===== config.mk =====
export PLATFORM = sky130hd
export DESIGN_NAME = pcm_frame_fifo
export DESIGN_NICKNAME = d
export VERILOG_FILES = /design/src/rtl/pcm_frame_fifo.sv
export SDC_FILE = /design/constraint.sdc
export NUM_CORES = 1
export LEC_CHECK = 0
export CAP_MARGIN = 20
export CORE_AREA = 5 5 176 178
export DETAILED_ROUTE_END_ITERATION = 8
export DIE_AREA = 0 0 181 183
export PLACE_DENSITY = 0.76
export REMOVE_ABC_BUFFERS = 1
export SLEW_MARGIN = 20
export SYNTH_ARGS = -nofsm -noshare
export SYNTH_HDL_FRONTEND = slang
export SYNTH_SLANG_ARGS = --single-unit

===== constraint.sdc =====
create_clock -name clk -period 6.3 [get_ports clk]
set_input_delay 0.63 -clock clk [delete_from_list [all_inputs] [get_ports clk]]
set_output_delay 0.63 -clock clk [all_outputs]
set_load 0.01 [all_outputs]

===== src/rtl/pcm_frame_fifo.sv =====
// pcm_frame_fifo
//
// Single-clock PCM sample FIFO between the CPU audio write path and the
// audio controller's frame read port. The CPU writes one sample per cycle.
// The samples are packed round-robin into CHANNELS-wide frames in a staging
// register. Each completed frame is committed to a DEPTH-entry frame store,
// and the consumer pops whole frames.
//
// Parameters
//   SAMPLE_WIDTH  bits per PCM sample
//   CHANNELS      samples per frame (2 or more)
//   DEPTH         frames of storage (power of 2, 2 or more)
//   AFULL_THRESH  almost_full asserts when count >= this value (1..DEPTH)
//   CNT_WIDTH     width of the saturating underflow counter
//
// Ports
//   clk              system clock, rising edge
//   reset_b          asynchronous active-low reset
//   mono             1 = every accepted write fills all channels of a frame
//   flush            synchronous clear of frame store and staging state
//   wr_en, din       write one sample (two's complement)
//   wr_chan          channel the next stereo/multi write will fill
//   full             count == DEPTH
//   almost_full      count >= AFULL_THRESH
//   overflow         one-cycle pulse after a write was dropped
//   rd_en            pop one frame
//   dout             registered frame, channel k at [k*SAMPLE_WIDTH +: SAMPLE_WIDTH]
//   empty            count == 0
//   count            committed frames held
//   underflow_count  saturating count of pops attempted while empty

module pcm_frame_fifo #(
    parameter int SAMPLE_WIDTH = 20,
    parameter int CHANNELS     = 2,
    parameter int DEPTH        = 8,
    parameter int AFULL_THRESH = 6,
    parameter int CNT_WIDTH    = 16,
    localparam int CHW = ($clog2(CHANNELS) > 1) ? $clog2(CHANNELS) : 1,
    localparam int AW  = $clog2(DEPTH),
    localparam int FW  = CHANNELS * SAMPLE_WIDTH
) (
    input  logic                    clk,
    input  logic                    reset_b,
    input  logic                    mono,
    input  logic                    flush,
    input  logic                    wr_en,
    input  logic [SAMPLE_WIDTH-1:0] din,
    output logic [CHW-1:0]          wr_chan,
    output logic                    full,
    output logic                    almost_full,
    output logic                    overflow,
    input  logic                    rd_en,
    output logic [FW-1:0]           dout,
    output logic                    empty,
    output logic [AW:0]             count,
    output logic [CNT_WIDTH-1:0]    underflow_count
);

    localparam logic [CHW-1:0] LAST_CH = CHW'(CHANNELS - 1);
    localparam logic [AW:0]    DEPTH_C = (AW + 1)'(DEPTH);
    localparam logic [AW:0]    AFULL_C = (AW + 1)'(AFULL_THRESH);

    logic [FW-1:0]           mem [DEPTH];
    logic [SAMPLE_WIDTH-1:0] stage [CHANNELS];
    logic [AW-1:0]           wr_ptr;
    logic [AW-1:0]           rd_ptr;

    logic                    accept;
    logic                    drop;
    logic                    commit;
    logic                    pop;
    logic                    under_hit;
    logic [AW:0]             count_nxt;
    logic [CHW-1:0]          wr_chan_nxt;
    logic [FW-1:0]           frame_in;

    always_comb begin
        accept      = wr_en & ~full & ~flush;
        drop        = wr_en & full & ~flush;
        commit      = accept & (mono | (wr_chan == LAST_CH));
        // Pops are qualified by the registered empty flag, so a frame
        // committed this cycle is never bypassed to a simultaneous pop.
        pop         = rd_en & ~empty & ~flush;
        under_hit   = rd_en & empty & ~flush;

        if (flush) begin
            count_nxt = '0;
        end else begin
            count_nxt = count + (AW + 1)'(commit) - (AW + 1)'(pop);
        end

        // Mono forces wr_chan to 0 every cycle, which also discards any
        // partial frame left over when mono is switched on mid-frame.
        wr_chan_nxt = wr_chan;
        if (flush || mono) begin
            wr_chan_nxt = '0;
        end else if (accept) begin
            wr_chan_nxt = commit ? '0 : wr_chan + CHW'(1);
        end

        frame_in = '0;
        for (int k = 0; k < CHANNELS; k++) begin
            if (mono || (k == CHANNELS - 1)) begin
                frame_in[k*SAMPLE_WIDTH +: SAMPLE_WIDTH] = din;
            end else begin
                frame_in[k*SAMPLE_WIDTH +: SAMPLE_WIDTH] = stage[k];
            end
        end
    end

    always_ff @(posedge clk) begin
        if (commit) begin
            mem[wr_ptr] <= frame_in;
        end
    end

    always_ff @(posedge clk or negedge reset_b) begin
        if (!reset_b) begin
            wr_ptr          <= '0;
            rd_ptr          <= '0;
            count           <= '0;
            wr_chan         <= '0;
            dout            <= '0;
            underflow_count <= '0;
            overflow        <= 1'b0;
            full            <= 1'b0;
            almost_full     <= 1'b0;
            empty           <= 1'b1;
            for (int k = 0; k < CHANNELS; k++) begin
                stage[k] <= '0;
            end
        end else begin
            count       <= count_nxt;
            wr_chan     <= wr_chan_nxt;
            overflow    <= drop;
            // Flags follow the next count so they line up with count itself.
            full        <= (count_nxt == DEPTH_C);
            almost_full <= (count_nxt >= AFULL_C);
            empty       <= (count_nxt == '0);

            if (flush) begin
                wr_ptr <= '0;
                rd_ptr <= '0;
                for (int k = 0; k < CHANNELS; k++) begin
                    stage[k] <= '0;
                end
            end else begin
                if (accept && !mono) begin
                    stage[wr_chan] <= din;
                end
                if (commit) begin
                    wr_ptr <= wr_ptr + AW'(1);
                end
                if (pop) begin
                    rd_ptr <= rd_ptr + AW'(1);
                    dout   <= mem[rd_ptr];
                end
            end

            if (under_hit && (underflow_count != '1)) begin
                underflow_count <= underflow_count + CNT_WIDTH'(1);
            end
        end
    end

endmodule


### Where the registers sit

Other sequential cells in the stronger grey, the rest of the logic in the fainter grey.
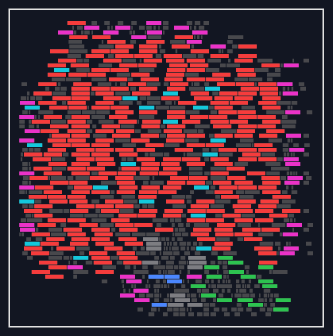
Green is underflow_count, sequential cells 16, where lower right. Cyan is stage, sequential cells 20. Red is mem, sequential cells 320. Blue is count, sequential cells 4, where bottom centre. Magenta is dout, sequential cells 40, where all over the die.
Another 11 sequential cells are not coloured.

### Clock routing

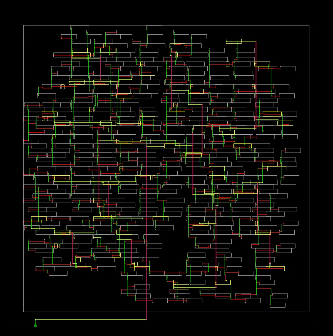
number of sequential storage elements: 411
Clk. pwr: 0.00238 W
number of clock buffer instances in the layout: 59
TritonCTS sink count: 411

### Close-up of the layout

Window x 20 to 70, y 112 to 162 µm. Cells in grey, sequential cells in the stronger grey; small squares are vias.
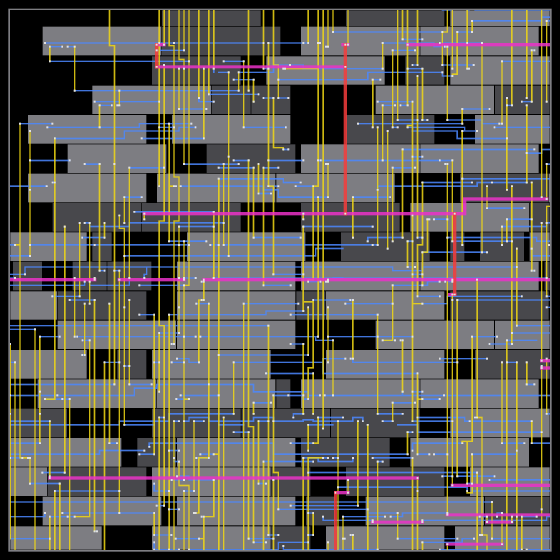
Red is M4. Yellow is M2. Blue is M1. Magenta is M3.
Sequential cells in the window: 49. Most frequent: edfxtp_1 (47), mux4_2 (14), clkbuf_16 (8). 89 logic cells have their middle in the window. Netlist names of flops here include mem (47), stage (2).

### Floorplan with the power grid

Pins as bars on the die edge.
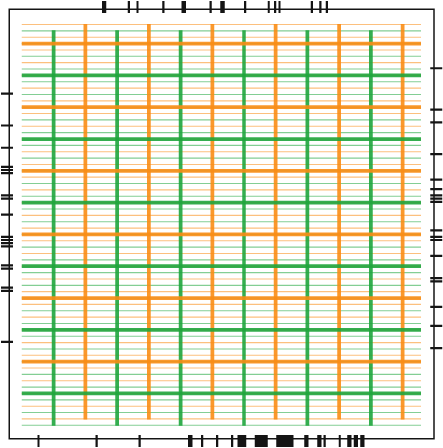
Orange is VDD. Green is VSS.
12 straps on met5. 12 straps on met4.

==> metrics.cfg <==
[power_and_ir_drop]
power.combinational.fraction_pct = 17.3
pg_seq_w = 0.00332
totalPowerFinal_w = 0.00689
switchingPower_w = 0.00167
power.largest_group = sequential cells
power_per_cell_area_nw_per_um2 = 371
powerComb_w = 0.00119
total_leakage_power_nw = 6.26
p_seq_share_pct = 48.2
power_switching_share_pct = 24.2
max-vdd-ir-drop_uv = 341
intPower_w = 0.00523

[critical_path]
critical_path_cell_count = 10
critPathMaxStageDelay_ns = 0.84
critical_path_peak_fanout = 21
worstPathCellList = clkdlybuf4s50_1 -> or3_1 -> ha_1 -> inv_1 -> ha_1 -> fa_1 -> xnor2_1 -> nor2_1 -> or3_1 -> o21ba_2
crit_end = empty
worstSetupEndpointType = flop
r2r_end = empty
worstReg2RegStart = full
cp.arrival_ns = 3.87
worstSetupStartpoint = flush
worst_path_max_delay_cell = clkdlybuf4s50_1
critPathTopFamily = simple AND/OR/NAND/NOR gates
timing_worst_setup_path_type = in2reg
critPathRequiredTime_ns = 6.76
reg2reg_slack_ns = 3.36
worst-path-buf-inv = 2
critical_path.startpoint_type = input pin

[synth]
synth.comb.largest_family = multiplexers
netlist_instances = 811
synthesis.area_um2 = 15900
number_of_register_bits_inferred_by_synthesis = 411
aoi_share_pct = 2.63
ys_sh_adder_pct = 0.678
synth_top_area_share_pct = 60.6
synth.yosys.chip_area_um2 = 15900
synth_cell_type_count = 37
top_cells_by_count = edfxtp_1 (320), dfrtp_1 (90), mux4_2 (80)
synth-cells-yosys = 811
synth.avg_cell_area_um2 = 19.6
yosys_warnings = 0
top_cell = edfxtp_1
largest_area_cell = edfxtp_1
area_fraction_in_and_or_nand_and_nor_cells_pct = 3.42
mux_share_of_area_pct = 15.5
post_synth_tally_of_flip_flops_with_integrated_enable = 320
synth-async-reset-ratio_pct = 22.1

[final_layout]
drive_gt1_share_pct = 20.8
layout_top_cell = edfxtp_1
clock_area_share_pct = 7.19
largestClassByArea = sequential cells
layout.area.seq_um2 = 11900
registers_with_the_most_flip_flops = mem: 320 flops, dout: 40 flops, stage: 20 flops
number_of_flip_flops_in_the_largest_register = 320
final_cells = 1343
area.share.combinational_pct = 20.5
sh_seq_area_pct = 64.0
area.growth.synth_to_final_pct = 17.1
layout.area.comb_um2 = 3800
most-common-layout-cells = edfxtp_1 (320), clkdlybuf4s50_1 (89), dfrtp_1 (87)
bufAreaShareNonClock_pct = 5.56

[placement]
dpl_worst_slack_ns = 2.36
placedCellCount = 1267
area_post_placement_um2 = 17200
port_buffers = 90
post-dp-hpwl_um = 17200

[routing]
route.met3.wl_um = 1510
highest-signal-layer = met5
ant_nets = 0
wl_per_cell_um = 22.4
route.vias.total = 7713
drt_pass1_iterations = 7
met2RoutedLength_um = 15400
m1_wl_um = 12600
drc = 0

[global_route]
grt.total_usage_pct = 18.6
grt_pass1_wl_um = 47700
number_of_global_route_vias_before_repair = 8091
grt_start_max_net_pins = 81
met2_usage_pct = 31.3
grt.met1_usage_pct = 25.7
grt.overflow.total = 0
grt_busiest_layer = met2

[cts]
cts-htree-levels = 2
cts_repair_resize_count = 0
cts_hold_buf = 0
cts.repair_timing.setup_buffer_count = 0
cts.reportedPaths.clkPinSlew_ns = 0.06
tritoncts = done
clkLatencyLatePin_ns = 0.53
cts.root.buffer_cell = clkbuf_16
numCtsBuffers = 41

[timing]
rsz0062_at_grt = false
final_min_period_over_clock_period_pct = 54.0
achievable-frequency_mhz = 294
worst-slew-pin-transition_ns = 1.03
final_worst_setup_slack_ns = 2.90
fin_worst_skew_ns = 0.0114
min_period_ns = 3.40
hold_viol_final = 0

[floorplan]
die_width_um = 181
die_y_um = 183
chip_area_um2 = 33100
ios = 91
tapCellCount = 390
core_um2 = 29200
placement_rows = 63

[job]
stage_log_warnings = 25

[status]
result_of_the_run = complete, no violations

[worst_hold_path]
min-delay-path-class = in2async

Power is estimated from default activity; no workload was simulated.
